--- src/rtl/instruction_fetch.sv ---
// Instruction fetch front end for a synchronous (one-cycle latency) memory.
// It issues one address per cycle and presents {pc, inst} over a valid/ready
// handshake. A one-entry skid buffer (hold) keeps a returned word safe while
// the consumer stalls. A redirect restarts the stream at a new target and
// drops any word that is held or still in flight.
module instruction_fetch #(
   parameter logic [31:0] RESET_PC = 32'h0000_0000
) (
   input  logic        clk,
   input  logic        rst,
   output logic [31:0] imem_addr,
   input  logic [31:0] imem_inst,
   input  logic        redirect_valid,
   input  logic [31:0] redirect_pc,
   output logic        out_valid,
   input  logic        out_ready,
   output logic [31:0] out_pc,
   output logic [31:0] out_inst
);

   // Architectural state
   logic [31:0] fetch_pc_q,   fetch_pc_d;
   logic        resp_valid_q, resp_valid_d;
   logic [31:0] resp_pc_q,    resp_pc_d;
   logic        hold_valid_q, hold_valid_d;
   logic [31:0] hold_pc_q,    hold_pc_d;
   logic [31:0] hold_inst_q,  hold_inst_d;

   logic        issue;
   logic [31:0] redirect_tgt;
   logic        resp_stall;

   // Redirect targets are word aligned; the low two bits are ignored.
   assign redirect_tgt = {redirect_pc[31:2], 2'b00};

   // A returned word that the consumer is refusing this cycle.
   assign resp_stall = resp_valid_q && !out_ready;

   // Issue a fetch unless the skid buffer is occupied or about to be filled.
   // A redirect always issues. Nothing issues while reset is asserted.
   assign issue = !rst && (redirect_valid || (!hold_valid_q && !resp_stall));

   // Memory address: a redirect is looked up in the same cycle it arrives.
   assign imem_addr = redirect_valid ? redirect_tgt : fetch_pc_q;

   // Presentation: the held word wins over the live memory response, and
   // nothing is offered in a redirect cycle because that word is stale.
   always_comb begin
      out_valid = (hold_valid_q || resp_valid_q) && !redirect_valid;
      if (hold_valid_q) begin
         out_pc   = hold_pc_q;
         out_inst = hold_inst_q;
      end else begin
         out_pc   = resp_pc_q;
         out_inst = imem_inst;
      end
   end

   // Next-state for the fetch pointer and the in-flight response tag.
   always_comb begin
      fetch_pc_d   = fetch_pc_q;
      resp_valid_d = 1'b0;
      resp_pc_d    = resp_pc_q;
      if (issue) begin
         resp_valid_d = 1'b1;
         resp_pc_d    = imem_addr;
         fetch_pc_d   = imem_addr + 32'd4;   // wraps modulo 2^32
      end
   end

   // Next-state for the skid buffer: redirect flushes it, a handshake drains
   // it, and a stalled live response is captured before memory moves on.
   always_comb begin
      hold_valid_d = hold_valid_q;
      hold_pc_d    = hold_pc_q;
      hold_inst_d  = hold_inst_q;
      if (redirect_valid) begin
         hold_valid_d = 1'b0;
      end else if (hold_valid_q) begin
         if (out_ready) hold_valid_d = 1'b0;
      end else if (resp_stall) begin
         hold_valid_d = 1'b1;
         hold_pc_d    = resp_pc_q;
         hold_inst_d  = imem_inst;
      end
   end

   // State registers with asynchronous reset to an empty pipeline at RESET_PC.
   always_ff @(posedge clk or posedge rst) begin
      if (rst) begin
         fetch_pc_q   <= RESET_PC;
         resp_valid_q <= 1'b0;
         resp_pc_q    <= RESET_PC;
         hold_valid_q <= 1'b0;
         hold_pc_q    <= RESET_PC;
         hold_inst_q  <= 32'd0;
      end else begin
         fetch_pc_q   <= fetch_pc_d;
         resp_valid_q <= resp_valid_d;
         resp_pc_q    <= resp_pc_d;
         hold_valid_q <= hold_valid_d;
         hold_pc_q    <= hold_pc_d;
         hold_inst_q  <= hold_inst_d;
      end
   end

endmodule

--- config.mk ---
export PLATFORM = sky130hd
export DESIGN_NAME = instruction_fetch
export DESIGN_NICKNAME = d
export VERILOG_FILES = /design/src/rtl/instruction_fetch.sv
export SDC_FILE = /design/constraint.sdc
export NUM_CORES = 1
export LEC_CHECK = 0
export CORE_MARGIN = 2
export CORE_UTILIZATION = 35
export CTS_BUF_LIST = sky130_fd_sc_hd__clkbuf_8 sky130_fd_sc_hd__clkbuf_16
export CTS_CLUSTER_DIAMETER = 120
export DETAILED_ROUTE_END_ITERATION = 7
export SETUP_SLACK_MARGIN = 0.2
export SLEW_MARGIN = 20
export SYNTH_ARGS = -nofsm -noshare
export SYNTH_HDL_FRONTEND = slang
export SYNTH_SLANG_ARGS = --single-unit
--- constraint.sdc ---
create_clock -name clk -period 4.9 [get_ports clk]
set_clock_uncertainty 0.1 [all_clocks]
set_input_delay 0.735 -clock clk [delete_from_list [all_inputs] [get_ports clk]]
set_output_delay 0.735 -clock clk [all_outputs]
set_load 0.02 [all_outputs]
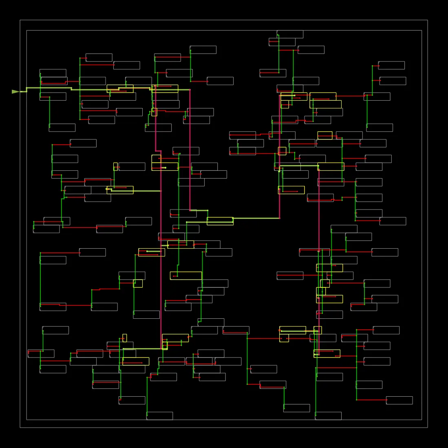
Run 1: clock wiring as the flow saved it
layout sequential cell count: 128
clock group total power: 1250 µW

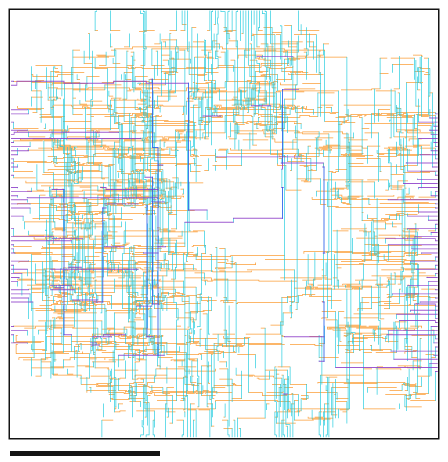
Run 1: signal wires by layer
The bar under the picture is 50 µm long.
metal 1 -> orange  # wire length 8030 µm
metal 2 -> cyan  # wire length 8230 µm
metal 4 -> blue  # wire length 384 µm
metal 3 -> purple  # wire length 1050 µm

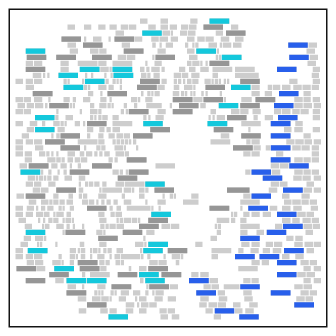
Run 1: where the registers sit
resp_pc_q -> cyan  # sequential cells 30
hold_inst_q -> blue  # sequential cells 32, where a vertical strip on the right
sequential power: 1440 µW
FF/Latch Area: 3210 µm²
Seq area share: 35.1%
utilization after layout: 48.7%

==> reports/results.txt, run 1 <==
RD Place Congestion - 0.837
First-iteration detailed-routing DRC count - 178
Highest routing layer actually used - met4
Worst hold path depth - 2
Total die size - 20300 µm²
Number of clock sinks - 128
Number of non-clock buffers - 170
Startpoint type of the worst setup path - primary input
Min Hold Slack - 384 ps
Final Cycle Share - 68.8%
Finished layout cell area - 9140 µm²
Total global routing overflow - 0
Dominant combinational family - multiplexers
Row cnt - 50
Static Leakage - 0.00386 µW
Filler cells - 1740
GRT met2 Usage - 29.0%
Capture instance of the worst register-to-register path - fetch_pc_q[22]
End of the worst hold path - fetch_pc_q[29]
Maximum clock frequency - 297 MHz
Beginning of the worst hold path - fetch_pc_q[29]
Clock Tree Buf Depth - 2
Fraction of layout cells with a size suffix above 1 - 23.8%
Ratio of routed vias to standard cells - 5.25
Sum of buffers and inverters on the critical path - 4
Final setup TNS - 0 ps
Final layout net count - 837
Async set-or-reset flop fraction in the synthesized netlist - 100%
Internal power consumption - 2550 µW
Post-synthesis instance area - 6700 µm²
Vias after detailed routing - 5329
Cells in synth_stat.txt - 614
Total DRC errors in the routed layout - 0
Synth Seq Share - 47.8%
Synthesis Warnings - 0
Count of warning messages emitted by the tools - 28
Highest-count logic cell in the final layout - clkdlybuf4s50_1
Fin. max-slew vios - 0
Gr busiest metal - met2
Met2 wire length - 8230 µm
Net Switching - 1080 µW
CP Max Fanout - 65
Worst setup path endpoint - imem_addr[17]
First-pass iteration count of the detailed router - 6
Final setup viols - 0
Data required time of the critical path - 4070 ps
Max-slew headroom at the worst pin - 33.6%
Source-to-sink clock delay at the later pin of the worst-skew pair - 430 ps
Cell with the largest stage delay on the worst path - clkdlybuf4s50_1
Actual slew at the worst max-slew pin - 996 ps
Pin count of the biggest net entering global routing - 91
Total count of hold-check failures in the final report - 0
Number of buffers created by CTS - 17
Met3 wire length - 1050 µm
Max Cap Viol - 0
Worst-case setup margin in the final layout - 1530 ps
Wirelength, routed - 17700 µm
Leading post-synthesis cells by instance count - mux2_2 (139), dfrtp_1 (128), nand2_1 (91)
Dominant kind of cell by area - combinational gates
Logic area - 3270 µm²
Switching portion of total power - 29.8%
Top Registers - fetch_pc_q: 32 flops, hold_inst_q: 32 flops, hold_pc_q: 32 flops
Met1 wire length - 8030 µm
Total chip power - 3630 µW
Core area - 18800 µm²
Comb area share - 35.8%
Result of the run - finished clean
Most used cells in the layout excluding fill and tap cells - clkdlybuf4s50_1 (161), mux2_2 (139), dfrtp_1 (127), nand2_1 (91), o21ai_0 (33)
Net count entering floorplan - 683
Non-CTS inverters - 20
==> run 2, diff against run 1 <==
==> constraint.sdc (replaced) <==
create_clock -name clk -period 3 [get_ports clk]
set_clock_uncertainty 0.1 [all_clocks]
set_input_delay 0.45 -clock clk [delete_from_list [all_inputs] [get_ports clk]]
set_output_delay 0.45 -clock clk [all_outputs]
set_load 0.02 [all_outputs]
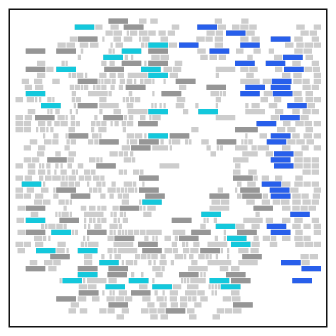
Run 2: where the registers sit
resp_pc_q -> cyan  # sequential cells 30
hold_inst_q -> blue  # sequential cells 32
not coloured = 66
utilization after layout: 49.5%
sequential power: 2330 µW
Seq area share: 34.5%

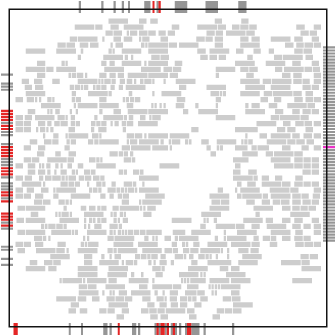
Run 2: pin placement
Pins as bars across the die edge, other pins in grey.
out_ready -> magenta  # pins 1, direction input, edge east
redirect_pc -> red  # pins 32, direction input, edge 20 west, 10 south, 2 north

==> run 2 against run 1 <==
  * Cell area grew 1.6%
  * Non-clock buffer count is 20 higher
  * Sequential power rose by 62%
  * Final cell count up 1.6%
  * Setup slack got worse by 1200 ps
  * Global-route usage rose by 0.16 points
  * Critical path depth stayed put
  * Clock-buffer cell count grew 1
  * First-iteration DRC count up 75%
  * Critical endpoint is now imem_addr[13]
  * Via count decreased by 0.77%
  * Total power is 60% higher
  * Highest routed layer unchanged
  * Synthesized cell count unchanged
==> reports/results.txt, run 2 <==
Sum of buffers and inverters on the critical path - 4
Layout sequential cell count - 128
Min Hold Slack - 373 ps
Ratio of routed vias to standard cells - 5.13
Sequential share of power - 40.2%
Cells in synth_stat.txt - 614
Worst setup path endpoint - imem_addr[13]
Async set-or-reset flop fraction in the synthesized netlist - 100%
Pin count of the biggest net entering global routing - 76
Data required time of the critical path - 2450 ps
FF/Latch Area - 3210 µm²
Number of clock sinks - 128
Beginning of the worst hold path - fetch_pc_q[29]
Capture instance of the worst register-to-register path - fetch_pc_q[24]
Finished layout cell area - 9290 µm²
Top Registers - fetch_pc_q: 32 flops, hold_inst_q: 32 flops, hold_pc_q: 32 flops
Reported combinational group power - 1600 µW
Post-synthesis instance area - 6700 µm²
Number of antenna violations at the first check in global routing - 0
Final Cycle Share - 88.2%
Core area - 18800 µm²
First-pass iteration count of the detailed router - 4
Final setup viols - 0
Cell with the largest stage delay on the worst path - clkdlybuf4s50_1
Leading post-synthesis cells by instance count - mux2_2 (139), dfrtp_1 (128), nand2_1 (91)
Met1 wire length - 8450 µm
Result of the run - finished clean
First-iteration detailed-routing DRC count - 312
Net Switching - 1700 µW
Maximum clock frequency - 378 MHz
Wirelength, routed - 17800 µm
Final layout net count - 857
Clock group total power - 1870 µW
Total count of hold-check failures in the final report - 0
Internal power consumption - 4110 µW
Final setup TNS - 0 ps
Number of buffers created by CTS - 17
Highest routing layer actually used - met4
Dominant kind of cell by area - combinational gates
Synthesis Warnings - 0
Source-to-sink clock delay at the later pin of the worst-skew pair - 420 ps
Net count entering floorplan - 683
DR WL/cell - 17.3 µm
RD Place Congestion - 0.813
Actual slew at the worst max-slew pin - 772 ps
Logic area - 3300 µm²
Vias after detailed routing - 5288
Most used cells in the layout excluding fill and tap cells - clkdlybuf4s50_1 (161), mux2_2 (137), dfrtp_1 (127), nand2_1 (91), o21ai_0 (33)
Worst hold path depth - 2
GRT met2 Usage - 28.7%
Worst-case setup margin in the final layout - 355 ps
Cell type with the largest total area after synthesis - dfrtp_1
Total global routing overflow - 0
Synth Seq Share - 47.8%
Met3 wire length - 1010 µm
Worst Setup Path Type - in -> out
Fraction of layout cells with a size suffix above 1 - 25.6%
Number of non-clock buffers - 190
Gr busiest metal - met2
Filler cells - 1683
CP Max Fanout - 71
Dominant combinational family - multiplexers
Max Cap Viol - 0
Startpoint type of the worst setup path - primary input
Static Leakage - 0.00396 µW
Row cnt - 50
Library cell with the highest instance count after synthesis - mux2_2
Non-CTS inverters - 20
Fin. max-slew vios - 0
Total chip power - 5800 µW
Met2 wire length - 8200 µm
Total DRC errors in the routed layout - 0
Comb area share - 35.5%
Highest-count logic cell in the final layout - clkdlybuf4s50_1
Tap cell instance count - 234
End of the worst hold path - fetch_pc_q[29]
Number of distinct library cells after synthesis - 48
Count of warning messages emitted by the tools - 28
Total die size - 20300 µm²
==> run 3, diff against run 2 <==
--- a/config.mk
+++ b/config.mk
@@ -7,11 +7,9 @@
 export LEC_CHECK = 0
 export CORE_MARGIN = 2
 export CORE_UTILIZATION = 35
-export CTS_BUF_LIST = sky130_fd_sc_hd__clkbuf_8 sky130_fd_sc_hd__clkbuf_16
 export CTS_CLUSTER_DIAMETER = 120
 export DETAILED_ROUTE_END_ITERATION = 7
 export SETUP_SLACK_MARGIN = 0.2
-export SLEW_MARGIN = 20
 export SYNTH_ARGS = -nofsm -noshare
 export SYNTH_HDL_FRONTEND = slang
 export SYNTH_SLANG_ARGS = --single-unit
==> constraint.sdc (replaced) <==
create_clock -name clk -period 2.58 [get_ports clk]
set_clock_uncertainty 0.1 [all_clocks]
set_input_delay 0.387 -clock clk [delete_from_list [all_inputs] [get_ports clk]]
set_output_delay 0.387 -clock clk [all_outputs]
set_load 0.02 [all_outputs]
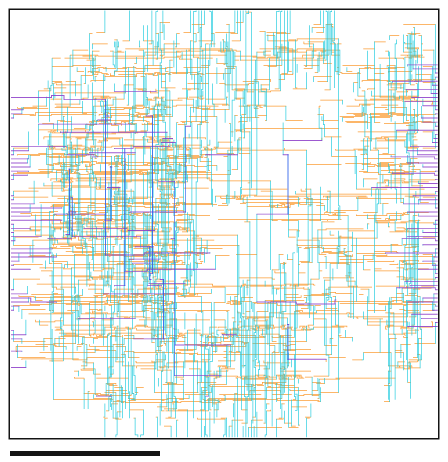
Run 3: signal wires by layer
The bar under the picture is 50 µm long.
metal 4 -> blue  # wire length 357 µm
metal 2 -> cyan  # wire length 9190 µm
metal 1 -> orange  # wire length 8400 µm
metal 3 -> purple  # wire length 1200 µm
DR WL/cell: 18.1 µm
wirelength, routed: 19100 µm

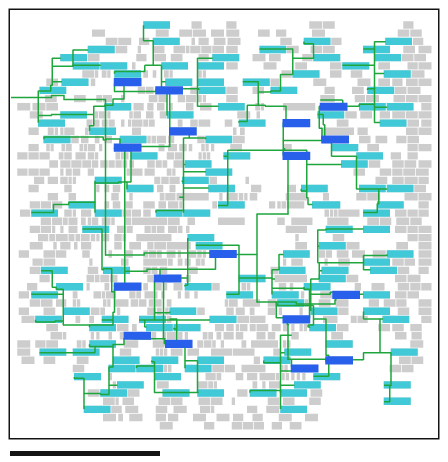
Run 3: routed clock nets over the placement
The bar under the picture is 50 µm long.
clock wires -> green  # length 1860 µm
flip-flops -> cyan  # count 128
clock drivers -> blue  # count 17
flops lie = all over the die
clock share of power: 35.9%
clock group total power: 2600 µW
source-to-sink clock delay at the later pin of the worst-skew pair: 420 ps

==> run 3 against run 2 <==
  * Wire length up 7.4%
  * Critical endpoint is now imem_addr[10]
  * Cell area up 6.2%
  * Largest power group unchanged
  * Total power up 25%
  * Critical path type unchanged
  * Flip-flop count unchanged
==> reports/results.txt, run 3 <==
GRT met2 Usage - 31.3%
Met2 wire length - 9190 µm
Top Registers - fetch_pc_q: 32 flops, hold_inst_q: 32 flops, hold_pc_q: 32 flops
Max Cap Viol - 0
Library cell with the highest instance count after synthesis - mux2_2
Actual slew at the worst max-slew pin - 476 ps
FF/Latch Area - 3200 µm²
Fraction of layout cells with a size suffix above 1 - 28.4%
Post-placement worst setup slack - -125 ps
Cell with the largest stage delay on the worst path - clkdlybuf4s50_1
Most used cells in the layout excluding fill and tap cells - mux2_2 (137), dfrtp_1 (127), clkdlybuf4s50_1 (94), nand2_1 (91), dlymetal6s2s_1 (65)
Number of clock sinks - 128
Startpoint type of the worst setup path - primary input
Highest-count logic cell in the final layout - mux2_2
Die Width - 142 µm
Synth Seq Share - 47.8%
Switching portion of total power - 28.4%
Post-synthesis instance area - 6700 µm²
Row cnt - 50
First-pass iteration count of the detailed router - 6
Result of the run - finished clean
Min Hold Slack - 378 ps
Top FF cell, synth - dfrtp_1
Sequential share of power - 37.7%
Number of buffers created by CTS - 17
Pin count of the biggest net entering global routing - 66
Leading post-synthesis cells by instance count - mux2_2 (139), dfrtp_1 (128), nand2_1 (91)
Number of antenna violations at the first check in global routing - 0
Static Leakage - 0.00487 µW
Core area - 18800 µm²
Top cells by area in the synthesized netlist - dfrtp_1 (48%), mux2_2 (23%), nand2_1 (5.1%), o21ai_0 (2.5%), mux2i_1 (1.9%)
Clock Tree Buf Depth - 2
Reported combinational group power - 1910 µW
Final Cycle Share - 90.9%
Worst setup path endpoint - imem_addr[10]
Number of non-clock buffers - 213
Filler cells - 1658
Beginning of the worst hold path - fetch_pc_q[28]
Data required time of the critical path - 2090 ps
Maximum clock frequency - 426 MHz
Met3 wire length - 1200 µm
Utilization after layout - 52.5%
Internal power consumption - 5180 µW
Met1 wire length - 8400 µm
Sum of buffers and inverters on the critical path - 2
Seq area share - 32.5%
First-iteration detailed-routing DRC count - 327
Area of the synthesized netlist per yosys stat - 6700 µm²
Setup repair after global routing missed its margin - true
Max-slew headroom at the worst pin - 68.0%
Net count entering floorplan - 683
Comb area share - 33.9%
Post-route insts no fill - 1058
Dominant combinational family - multiplexers
Final setup viols - 0
Total DRC errors in the routed layout - 0
Capture instance of the worst register-to-register path - fetch_pc_q[26]
Number of distinct library cells after synthesis - 48
Tap cell instance count - 234
Gr busiest metal - met2
Total chip power - 7230 µW
Sequential power - 2730 µW
Non-CTS inverters - 20
CP Max Fanout - 4
Total count of hold-check failures in the final report - 0
Worst-case setup margin in the final layout - 234 ps
Cells in synth_stat.txt - 614
Total global routing overflow - 0
Count of warning messages emitted by the tools - 31
Worst Setup Path Type - in -> out
RD Place Congestion - 0.803
Dominant kind of cell by area - combinational gates
Depth of the worst register-to-register path - 8
Final setup TNS - 0 ps
Net Switching - 2050 µW
Cell type with the largest total area after synthesis - dfrtp_1
Async set-or-reset flop fraction in the synthesized netlist - 100%
Worst hold path depth - 2
Vias after detailed routing - 5494
Finished layout cell area - 9860 µm²
Number of instances in the placed design - 1022
End of the worst hold path - fetch_pc_q[28]
Synthesis Warnings - 0
Ratio of routed vias to standard cells - 5.19
Power is estimated from default activity; no workload was simulated.
